### Signal wires on met1

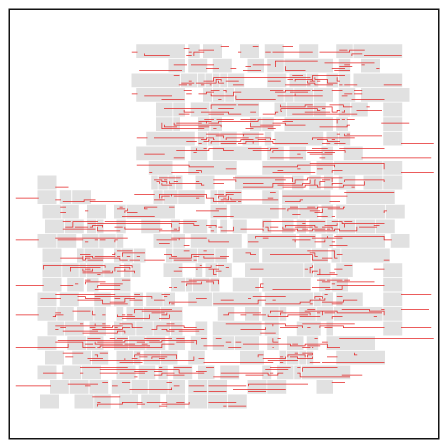
### Signal wires on met2

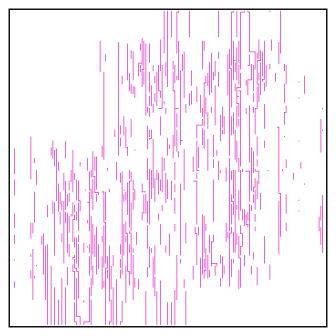
### Met3 routing

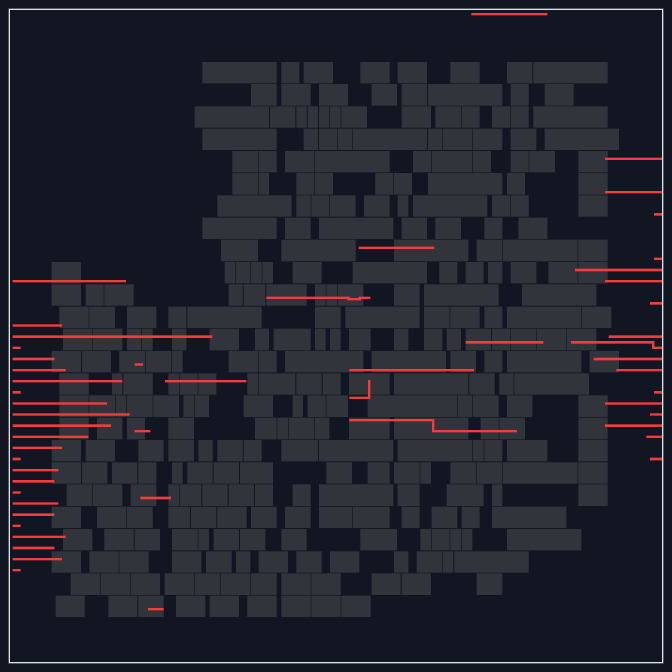
### Track usage over the die

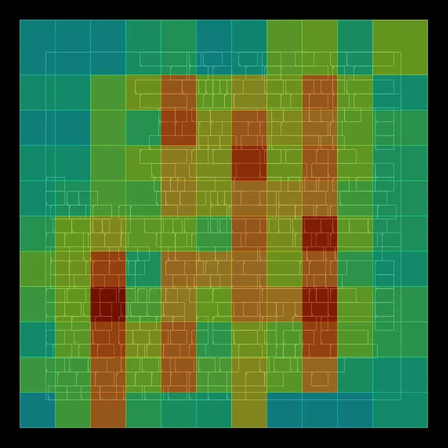
### Where the registers sit

Bar = 20 um. Other sequential cells in the stronger grey, the rest of the logic in the fainter grey.
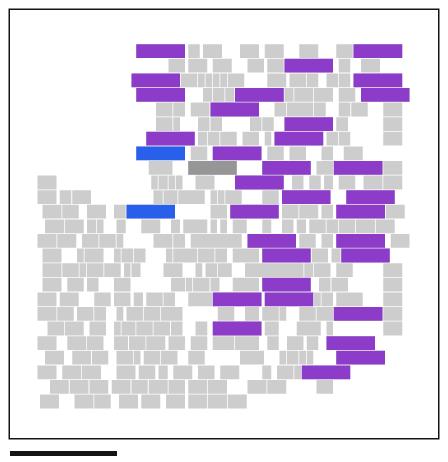
--- src/rtl/branch_hazard_ctrl.sv ---
`default_nettype none
// ============================================================================
// Module      : branch_hazard_ctrl
// Description : ID-stage hazard control for the early branch comparator:
//               comparator forward selects plus F/D stall and E bubble sequencing.
// Revision    : 1.0 - initial release
// ============================================================================
module branch_hazard_ctrl #(
    parameter int REG_AW = 5,
    parameter int BR_W   = 3,
    parameter int CNT_W  = 32
) (
    input  logic              clk,
    input  logic              rst,
    input  logic [REG_AW-1:0] rs_d,
    input  logic [REG_AW-1:0] rt_d,
    input  logic [BR_W-1:0]   branch_d,
    input  logic              jr_d,
    input  logic [REG_AW-1:0] writereg_e,
    input  logic              regwrite_e,
    input  logic              memtoreg_e,
    input  logic [REG_AW-1:0] writereg_m,
    input  logic              regwrite_m,
    input  logic              memtoreg_m,
    input  logic [REG_AW-1:0] writereg_w,
    input  logic              regwrite_w,
    output logic [1:0]        fwd_cmp_a,
    output logic [1:0]        fwd_cmp_b,
    output logic              stall_f,
    output logic              stall_d,
    output logic              flush_e,
    output logic [CNT_W-1:0]  stall_cycles
);

    localparam logic [0:0] c_RUN  = 1'b0;
    localparam logic [0:0] c_HOLD = 1'b1;

    logic [0:0]       r_state;
    logic [0:0]       w_next_state;
    logic [1:0]       r_hold_cnt;
    logic [1:0]       w_next_hold_cnt;
    logic [CNT_W-1:0] r_stall_cycles;
    logic             w_use_rs;
    logic             w_use_rt;
    logic [1:0]       w_need_rs;
    logic [1:0]       w_need_rt;
    logic [1:0]       w_need;
    logic             w_stall;

    // Comparator forward source: ALU result in MEM beats the WB result.
    function automatic logic [1:0] fwd_sel(
        input logic [REG_AW-1:0] src,
        input logic [REG_AW-1:0] wr_m, input logic rw_m, input logic ld_m,
        input logic [REG_AW-1:0] wr_w, input logic rw_w
    );
        if (src == '0)                         return 2'b00;
        else if (rw_m && !ld_m && wr_m == src) return 2'b10;
        else if (rw_w && wr_w == src)          return 2'b01;
        else                                   return 2'b00;
    endfunction

    // Cycles this source must wait before a forward path can supply it.
    function automatic logic [1:0] need_of(
        input logic              used,
        input logic [REG_AW-1:0] src,
        input logic [REG_AW-1:0] wr_e, input logic rw_e, input logic ld_e,
        input logic [REG_AW-1:0] wr_m, input logic rw_m, input logic ld_m
    );
        if (!used || src == '0)               return 2'd0;
        else if (rw_e && wr_e == src)         return ld_e ? 2'd2 : 2'd1;
        else if (rw_m && ld_m && wr_m == src) return 2'd1;
        else                                  return 2'd0;
    endfunction

    assign w_use_rs  = (branch_d != '0) || jr_d;
    assign w_use_rt  = (branch_d == BR_W'(1)) || (branch_d == BR_W'(2));
    assign fwd_cmp_a = fwd_sel(rs_d, writereg_m, regwrite_m, memtoreg_m, writereg_w, regwrite_w);
    assign fwd_cmp_b = fwd_sel(rt_d, writereg_m, regwrite_m, memtoreg_m, writereg_w, regwrite_w);
    assign w_need_rs = need_of(w_use_rs, rs_d, writereg_e, regwrite_e, memtoreg_e,
                               writereg_m, regwrite_m, memtoreg_m);
    assign w_need_rt = need_of(w_use_rt, rt_d, writereg_e, regwrite_e, memtoreg_e,
                               writereg_m, regwrite_m, memtoreg_m);
    assign w_need    = (w_need_rs > w_need_rt) ? w_need_rs : w_need_rt;

    always_comb begin
        w_next_state    = r_state;
        w_next_hold_cnt = r_hold_cnt;
        w_stall         = 1'b0;
        case (r_state)
            c_RUN: begin
                if (w_need != 2'd0) begin
                    w_stall = 1'b1;
                    if (w_need == 2'd2) begin
                        w_next_state    = c_HOLD;
                        w_next_hold_cnt = 2'd1;
                    end
                end
            end
            c_HOLD: begin
                w_stall         = 1'b1;
                w_next_hold_cnt = r_hold_cnt - 2'd1;
                if (r_hold_cnt == 2'd1) begin
                    w_next_state = c_RUN;
                end
            end
            default: begin
                w_next_state    = c_RUN;
                w_next_hold_cnt = 2'd0;
            end
        endcase
    end

    // Stalls are forced low while reset is held so they drop without waiting for an edge.
    assign stall_f      = w_stall & ~rst;
    assign stall_d      = w_stall & ~rst;
    assign flush_e      = w_stall & ~rst;
    assign stall_cycles = r_stall_cycles;

    always_ff @(posedge clk or posedge rst) begin
        if (rst) begin
            r_state        <= c_RUN;
            r_hold_cnt     <= 2'd0;
            r_stall_cycles <= '0;
        end else begin
            r_state    <= w_next_state;
            r_hold_cnt <= w_next_hold_cnt;
            if (stall_d) begin
                r_stall_cycles <= r_stall_cycles + CNT_W'(1);
            end
        end
    end

endmodule
`default_nettype wire

--- config.mk ---
export PLATFORM = sky130hd
export DESIGN_NAME = branch_hazard_ctrl
export DESIGN_NICKNAME = d
export VERILOG_FILES = /design/src/rtl/branch_hazard_ctrl.sv
export SDC_FILE = /design/constraint.sdc
export NUM_CORES = 1
export LEC_CHECK = 0
export CORE_MARGIN = 5
export CORE_UTILIZATION = 46
export DETAILED_ROUTE_END_ITERATION = 16
export PLACE_DENSITY = 0.81
export SLEW_MARGIN = 30
export SYNTH_ARGS = -nofsm -noshare
export SYNTH_HDL_FRONTEND = slang
export SYNTH_SLANG_ARGS = --single-unit
--- constraint.sdc ---
create_clock -name clk -period 5.9 [get_ports clk]
set_clock_uncertainty 0.05 [all_clocks]
set_input_delay 1.18 -clock clk [delete_from_list [all_inputs] [get_ports clk]]
set_output_delay 1.18 -clock clk [all_outputs]
set_load 0.02 [all_outputs]
==> impl_metrics.ini <==
; flow metrics
[worst_setup_path]
critPathMaxFanout = 5
worstSetupStartpoint = rs_d[2]
critPathKind = in -> out
r2r_end = stall_cycles[26]$_DFFE_PP0P_
slowest_delay_ns = 0.67
regToRegSetupSlack_ns = 3.82
r2r-start = stall_cycles[0]$_DFFE_PP0P_
endpoint_kind = output pin
worstPathArrival_ns = 4.42

[synthesis]
fp_nets = 264
synthFlopType = dfrtp_1
yosys_area_um2 = 2240
top_cell_area_share_pct = 39.1
avgSynthCellArea_um2 = 10.0
synth_flops = 35
synth_area_leader_cell = dfrtp_1
async_flop_share_pct = 100
yosysWarnings = 0

[finish]
n_fill_cell = 369
final_layout_top_logic_cells = 73 x clkdlybuf4s50_1, 43 x xnor2_1, 35 x dfrtp_1
syn_to_final_growth_pct = 39.7
nets = 341

[cts]
numCtsBuffers = 5
clk_path_buf_depth = 2
cts_hold_buf = 0

[detailed_routing]
detail-route-antenna-nets = 0
dr.pass1.iters = 4
drtIter0Drc = 116
drc = 0

[outcome]
status = completed

[final_timing]
holdWs_ns = 0.432
relSlewSlack_pct = 67.3
hold_violations = 0
period_needed_ns = 5.65
rsz0062_at_grt = no
tightest_slew_ns = 0.491
fin_crit_sh_pct = 95.7
setup_viol_count_final = 0

[worst_hold_path]
worst_hold_path.endpoint = stall_cycles[31]$_DFFE_PP0P_
min_from = stall_cycles[31]$_DFFE_PP0P_

[power_and_ir_drop]
power_per_cell_area_nw_per_um2 = 198

[place]
place_congestion = 0.839
portBuffers = 74
placed_area_um2 = 3020

[flow_run]
max_cap_viol_count = 0

[die]
die_w_um = 79.7
die_area_um2 = 6360
ioPinCount = 75

[global_route]
grt_pass1_vias = 1890
Back to the opening pictures, 'Signal wires on met1':
- nets with wire on the layer: 293
- longest straight run: 19.3 um
- wire length on this layer: 2230 um
- main direction: horizontal
final wirelength: 5120 um
met1 Track Usage GR: 21.0%

Back to the opening pictures, 'Signal wires on met2':
- wire length on this layer: 2460 um
- share of all routed wire: 48%
- longest straight run: 28.6 um
- nets with wire on the layer: 298
- main direction: vertical

Back to the opening pictures, 'Met3 routing':
- nets with wire on the layer: 47
- main direction: horizontal
- share of all routed wire: 6.6%
- wire length on this layer: 340 um
- longest straight run: 24.1 um
GR Util met3: 4.06%
via count: 1924

Back to the opening pictures, 'Track usage over the die':
GRT met2 Usage: 28.2%
Wirelength per Cell: 14.0 um
busiest grt layer: met2
post-layout util: 66.2%

Back to the opening pictures, 'Where the registers sit':
- blue: r_hold_cnt (placed flops 2)
- purple: stall_cycles (placed flops 32)

[cells by family after synthesis]
group,share of synthesized area (%)
buf+inv,4.03
fa+ha+maj,2.80
simple gates,25.3
flops,39.1
mux,1.85
xor+xnor,24.3
compound gates,2.63
[critical path, delay by kind of cell]
family          cells  cell delay (ns)
buf+inv             2             1.19
simple gates        6             1.40
compound gates      2             0.34
fa+ha+maj           1             0.30
[through the flow]
step	total power, uW	instances	utilization (%)
final	617	367	66.2
after global placement	418	360	63.9
after detailed placement	422	360	63.9
after floorplan	350	223	-
after CTS	624	367	66.1
after global routing	651	367	66.2
[per-layer routing]
metal | share of wire, % | vias up | wire length [um]
met2 | 48 | 58 | 2460
met1 | 44 | 926 | 2230
met3 | 6.6 | 8 | 340
met5 | 0 | - | 0
li1 | - | 932 | -
met4 | 1.7 | 0 | 87
[cells in the mapped netlist, types with 3 or more instances]
master / n
xor2_1: 19
nand4_1: 19
buf_6: 3
and2_1: 3
nor2_1: 11
ha_1: 5
nand3_1: 13
mux2i_1: 3
inv_1: 5
nor3_1: 3
dfrtp_1: 35
xnor2_1: 43
nand2_1: 15
nor4_1: 3
and4_1: 4
and3_1: 14
[sequential cells by signal, indices dropped and copies added (netlist names)]
| register | cells |
|---|---|
| stall_cycles | 32 |
| r_hold_cnt | 2 |
| r_state | 1 |
[layout make-up]
cell class | count | area, um2 | area share [%]
clock inverters | 1 | 30.0 | 0.961
repair buffers | 78 | 773 | 24.7
multi-input cells | 175 | 1270 | 40.7
clock buffers | 6 | 72.6 | 2.32
flip-flops and latches | 35 | 876 | 28.0
inverters | 5 | 18.8 | 0.600
well taps | 67 | 83.8 | 2.68
[power by group]
group	total [uW]	switching [uW]	internal [uW]
sequential	277	18.9	258
clock	200	76.7	124
combinational	140	66.1	74.0
total	617	162	456
Power and IR drop assume default switching activity.
